## src/rtl/sd_cmd_response_receiver.sv

```systemverilog
// Serial-to-parallel receiver for 48-bit SD CMD-line responses (R1/R3/R6/R7).
// Define SD_RESP_CRC_CHECK_EN to build the CRC7 checker; leave it undefined for R3 (OCR) use.
module sd_cmd_response_receiver #(
    parameter int RESP_BITS      = 48,
    parameter int PAYLOAD_W      = 38,
    parameter int TIMEOUT_CYCLES = 64
) (
    input  logic                 iClock_SD,
    input  logic                 iReset_n,
    input  logic                 iEnable_STP,
    input  logic                 iCmd_in,
    output logic [PAYLOAD_W-1:0] oResponse,
    output logic                 oReception_complete,
    output logic                 oNo_response,
    output logic                 oFrame_error,
    output logic                 oCrc_error,
    output logic                 oBusy
);

    localparam int TMO_W = $clog2(TIMEOUT_CYCLES);
    localparam logic [5:0] FRAME_LEN = 6'(RESP_BITS);
    localparam logic [TMO_W-1:0] TMO_LAST = TMO_W'(TIMEOUT_CYCLES - 1);

    typedef enum logic [2:0] {
        IDLE,
        WAIT_START,
        RECEIVE,
        DONE,
        TIMEOUT
    } state_t;

    state_t                 state_q, state_d;
    logic [5:0]             bitCnt_q, bitCnt_d;
    logic [TMO_W-1:0]       tmoCnt_q, tmoCnt_d;
    logic [RESP_BITS-1:0]   shift_q, shift_d;
    logic [PAYLOAD_W-1:0]   resp_q, resp_d;
    logic                   frameErr_q, frameErr_d;

`ifdef SD_RESP_CRC_CHECK_EN
    localparam logic [5:0] CRC_BITS = 6'(RESP_BITS - 8);

    logic [6:0] crc_q, crc_d;
    logic       crcErr_q, crcErr_d;

    // CRC7, polynomial x^7 + x^3 + 1, one message bit per call
    function automatic logic [6:0] crc7Step(input logic [6:0] crc, input logic bitIn);
        logic fb;
        fb = crc[6] ^ bitIn;
        return {crc[5:0], 1'b0} ^ (fb ? 7'h09 : 7'h00);
    endfunction

    logic unusedShiftBits;
    assign unusedShiftBits = shift_q[RESP_BITS-1];
`else
    logic unusedShiftBits;
    assign unusedShiftBits = ^{shift_q[RESP_BITS-1], shift_q[7:1]};
`endif

    always_ff @(posedge iClock_SD or negedge iReset_n) begin
        if (!iReset_n) begin
            state_q    <= IDLE;
            bitCnt_q   <= '0;
            tmoCnt_q   <= '0;
            shift_q    <= '0;
            resp_q     <= '0;
            frameErr_q <= 1'b0;
`ifdef SD_RESP_CRC_CHECK_EN
            crc_q      <= '0;
            crcErr_q   <= 1'b0;
`endif
        end else begin
            state_q    <= state_d;
            bitCnt_q   <= bitCnt_d;
            tmoCnt_q   <= tmoCnt_d;
            shift_q    <= shift_d;
            resp_q     <= resp_d;
            frameErr_q <= frameErr_d;
`ifdef SD_RESP_CRC_CHECK_EN
            crc_q      <= crc_d;
            crcErr_q   <= crcErr_d;
`endif
        end
    end

    always_comb begin
        state_d    = state_q;
        bitCnt_d   = bitCnt_q;
        tmoCnt_d   = tmoCnt_q;
        shift_d    = shift_q;
        resp_d     = resp_q;
        frameErr_d = frameErr_q;
`ifdef SD_RESP_CRC_CHECK_EN
        crc_d      = crc_q;
        crcErr_d   = crcErr_q;
`endif

        case (state_q)
            IDLE: begin
                if (iEnable_STP) begin
                    state_d  = WAIT_START;
                    bitCnt_d = '0;
                    tmoCnt_d = '0;
                    shift_d  = '0;
`ifdef SD_RESP_CRC_CHECK_EN
                    crc_d    = '0;
`endif
                end
            end

            // Abort beats everything; a start bit on the last timeout cycle beats the timeout
            WAIT_START: begin
                if (!iEnable_STP) begin
                    state_d = IDLE;
                end else if (!iCmd_in) begin
                    state_d  = RECEIVE;
                    shift_d  = {shift_q[RESP_BITS-2:0], iCmd_in};
                    bitCnt_d = 6'd1;
`ifdef SD_RESP_CRC_CHECK_EN
                    crc_d    = crc7Step(crc_q, iCmd_in);
`endif
                end else if (tmoCnt_q == TMO_LAST) begin
                    state_d = TIMEOUT;
                end else begin
                    tmoCnt_d = tmoCnt_q + 1'b1;
                end
            end

            // The end bit is sampled with bitCnt_q == FRAME_LEN-1; results register one edge later
            RECEIVE: begin
                if (!iEnable_STP) begin
                    state_d = IDLE;
                end else if (bitCnt_q == FRAME_LEN) begin
                    state_d    = DONE;
                    resp_d     = shift_q[RESP_BITS-3:8];
                    frameErr_d = shift_q[RESP_BITS-2] | ~shift_q[0];
`ifdef SD_RESP_CRC_CHECK_EN
                    crcErr_d   = (shift_q[7:1] != crc_q);
`endif
                end else begin
                    shift_d  = {shift_q[RESP_BITS-2:0], iCmd_in};
                    bitCnt_d = bitCnt_q + 1'b1;
`ifdef SD_RESP_CRC_CHECK_EN
                    if (bitCnt_q < CRC_BITS) begin
                        crc_d = crc7Step(crc_q, iCmd_in);
                    end
`endif
                end
            end

            DONE, TIMEOUT: begin
                if (!iEnable_STP) begin
                    state_d    = IDLE;
                    resp_d     = '0;
                    frameErr_d = 1'b0;
`ifdef SD_RESP_CRC_CHECK_EN
                    crcErr_d   = 1'b0;
`endif
                end
            end

            default: begin
                state_d = IDLE;
            end
        endcase
    end

    assign oResponse           = resp_q;
    assign oReception_complete = (state_q == DONE);
    assign oNo_response        = (state_q == TIMEOUT);
    assign oFrame_error        = frameErr_q;
    assign oBusy               = (state_q == WAIT_START) || (state_q == RECEIVE);
`ifdef SD_RESP_CRC_CHECK_EN
    assign oCrc_error          = crcErr_q;
`else
    assign oCrc_error          = 1'b0;
`endif

endmodule

```

## config.mk

```make
export PLATFORM = sky130hd
export DESIGN_NAME = sd_cmd_response_receiver
export DESIGN_NICKNAME = d
export VERILOG_FILES = /design/src/rtl/sd_cmd_response_receiver.sv
export SDC_FILE = /design/constraint.sdc
export NUM_CORES = 1
export LEC_CHECK = 0
export CAP_MARGIN = 25
export CORE_AREA = 5 5 108 79
export DETAILED_ROUTE_END_ITERATION = 10
export DIE_AREA = 0 0 113 84
export GPL_TIMING_DRIVEN = 0
export HOLD_SLACK_MARGIN = 0.1
export PLACE_DENSITY = 0.76
export SLEW_MARGIN = 20
export SYNTH_ARGS = -nofsm -noshare
export SYNTH_HDL_FRONTEND = slang
export SYNTH_SLANG_ARGS = --single-unit
```

## constraint.sdc

```tcl
create_clock -name iClock_SD -period 2.25 [get_ports iClock_SD]
set_input_delay 0.3375 -clock iClock_SD [delete_from_list [all_inputs] [get_ports iClock_SD]]
set_output_delay 0.3375 -clock iClock_SD [all_outputs]
set_load 0.005 [all_outputs]
```

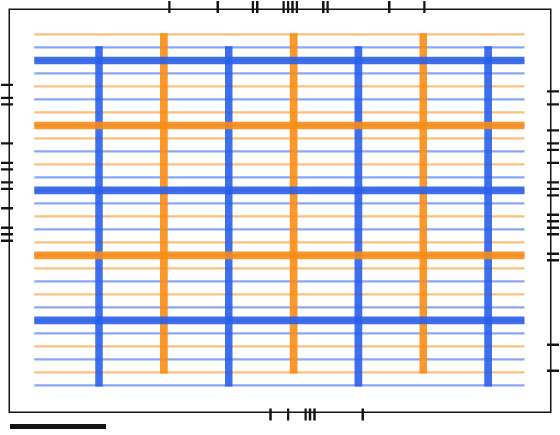
floorplan.png
Bar = 20 um. Pins as bars on the die edge.
Key: VDD = orange; VSS = blue
7 straps on met4. 28 met1 rails follow the rows.
overall die height: 84 um
Max VDD drop: 323.7 uV
core area: 0.007533 mm2

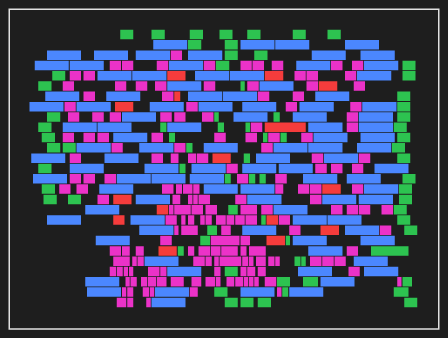
class_map.png
Key: remaining logic cells = magenta [cells 173, share of their area 28%]; remaining buffers and delay cells = green [cells 73, share of their area 13%]; clock drivers and dummy loads = red [cells 15, share of their area 4.3%]; registers = blue [cells 101, share of their area 54%]
cell area after layout: 0.004807 mm2
fraction of area in registers: 52.58%
Std-Cell Rows: 27

==> GITHUB_STEP_SUMMARY <==
## PnR job results

| Metric | Value |
|---|---|
| Final worst path period share | `94.75%` |
| Clkbuf count | `10` |
| Final clock-cell share | `4.138%` |
| Synthesized flop and latch total | `101` |
| H-tree levels | `3` |
| MUX share of area | `0%` |
| Final setup violating endpoints | `0` |
| Worst setup endpoint | `oReception_complete` |
| Path type of the worst setup path | `reg2out` |
| Mi-comb count | `roughly 170` |
| Congestion Overflow GR | `0` |
| Post-DP HPWL | `5.262 mm` |
| PnR worst setup slack | `0.1181 ns` |
| Largest cell class | `flip-flops and latches` |
| Sequential cells | `roughly 100` |
| Power, Total | `3.266 mW` |
| Hold Fails Final Rpt | `0` |
| Largest area contributor in the netlist | `dfrtp_1` |
| Iteration tally of the first detailed-router pass | `4` |
| Top cells, area | `dfrtp_1 (64%), a22o_1 (20%), buf_2 (1.4%), clkbuf_1 (1.1%), ha_1 (0.96%)` |
| Worst Hold Class | `in2async` |
| Share of layout cells above drive strength 1 | `12.43%` |
| Non-CTS inverters | `7` |
| Worst Reg2Reg Path Length in Cells | `9` |
| Final design utilization | `63.81%` |
| R2r setup slk | `0.20 ns` |
| I/O Buffers | `45` |
| XOR/XNOR Area Share | `less than 1%` |
| Largest net degree at the start of global routing | `62` |
| Outcome | `finished clean` |
| Non-clk buf share | `13.04%` |
| Crit path capture type | `primary output` |
| Top power group | `sequential cells` |
| Pins Over Slew Limit | `0` |
| Fillers | `576` |
| Worst setup path start | `state_q[0]$_DFFE_PN0P_` |
| I/O pin total | `47` |
| Most numerous logic cell after layout | `dfrtp_1` |
| Root Buffer | `clkbuf_8` |
| Worst-path fanout max | `10` |
| Setup bufs post-CTS | `0` |
| Post-Synth AOI/OAI Area | `24.39%` |
| Detailed route wirelength on metal3 | `473 um` |
| Grt met1 use | `a little over a quarter` |
| CTS buffer count | `9` |
| Top sig layer | `met4` |
| Post-synthesis cell area | `about 0.004 mm2` |
| Gate power share | `8.1%` |
| Met2 WL | `3.368 mm` |
| Yosys adder share | `less than 1%` |
| Placer Congestion | `0.8897` |
| Grt met3 use | `4.565%` |
| CTS sink cnt | `101` |
| Worst-case clock buffer depth | `2` |
| Final setup TNS | `0 ns` |
| Top cells excl fill/tap | `dfrtp_1 (101), a22o_1 (89), clkdlybuf4s50_1 (44), buf_2 (10), clkbuf_8 (10)` |
| DRC | `0` |
| Hold_ws | `between 0.4 and 0.5 ns` |
| Tmin final | `~2.1 ns` |
| Post-route insts no fill | `about 460` |
| P_sw | `0.7966 mW` |
| Comb area share | `27.07%` |
| Slew headroom | `65.07%` |
| P_comb | `0.263 mW` |
| YS chip area | `slightly below 0.004 mm2` |
| Cts hold-fix bufs | `1` |
| Met2 GRT Util | `24.30%` |
| Vias in the first global route | `2,638` |
| Pwr Density | `slightly below 700 mW/mm2` |
| # diodes | `0` |
| First-pass GRT wire length | `roughly 13 mm` |
| Tightest Pin Transition | `about 0.52 ns` |
| Yosys warnings | `0` |
| PostCTS Resize Cnt | `3` |
| FF-to-FF Start | `bitCnt_q[0]$_DFFE_PN0P_` |
| Fraction of registers with async set/reset | `100.0%` |
| Worst r2r dst | `oResponse[31]$_DFFE_PN0P_` |
| Grt peak-use layer | `met1` |
| Nets | `roughly 370` |
| Initial DRC count | `186` |
| Max-cap violations | `0` |
| FP Util | `52.15%` |
| Worst EP required | `1.91 ns` |
| CP Launch Type | `flip-flop` |
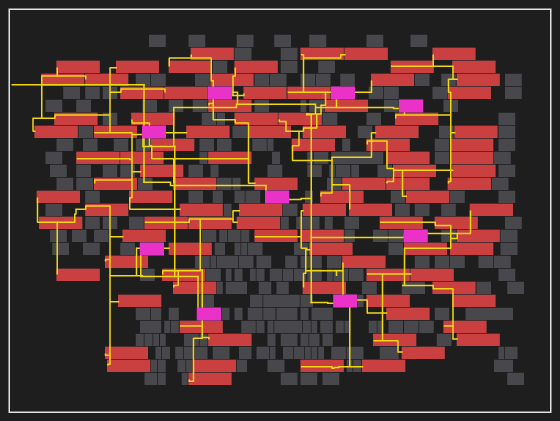
clock_wires.png
Key: clock wires = yellow [length 1,090 um]; clock-net drivers = magenta [count 9]; flip-flops = red [count 101]
There are 10 routed clock nets. Position of the flops: all over the die.
final clock skew: 0.01137 ns
Clock Latency Late Sink: 0.37 ns
P_clk: 1.14 mW
clock network power share: 35.1%

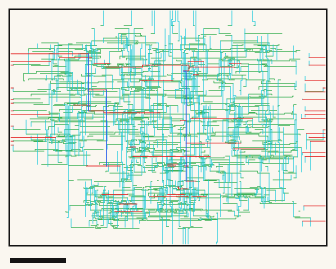
layers.png
Bar = 20 um.
Key: M4 = blue [wire length 88.0 um]; M2 = cyan [wire length 3,370 um]; M1 = green [wire length 3,910 um]; M3 = red [wire length 474 um]
Via Count: 2,728
GRT Util Overall: 17.43%
wirelength, routed: 7.838 mm
Routed WL per cell: 16.93 um

[worst max-delay path, stage by stage (launching register included)]
cell and delay [ns]:
dfrtp_1 0.34, clkbuf_4 0.20, inv_1 0.11, nor3_4 0.24, clkdlybuf4s50_1 0.54
[cells in the mapped netlist, types with 3 or more instances]
library cell and n:
dfrtp_1 101, a22o_1 89, buf_2 11, clkbuf_1 11, inv_1 7, nand2_1 7, nor2_1 7, o21ai_0 7
nand3_1 5, nor3_1 5, a21oi_1 4, and3_1 4, nand2b_1 4, o31ai_1 4, ha_1 3
[registers in the layout, indices dropped and copies added, names as in the netlist]
| signal | flops |
|---|---|
| oFrame_error | 1 |
| oResponse | 38 |
| tmoCnt_q | 6 |
| bitCnt_q | 6 |
| state_q | 3 |
| shift_q | 47 |
No activity file was given, so power comes from the tool's default toggle rates.
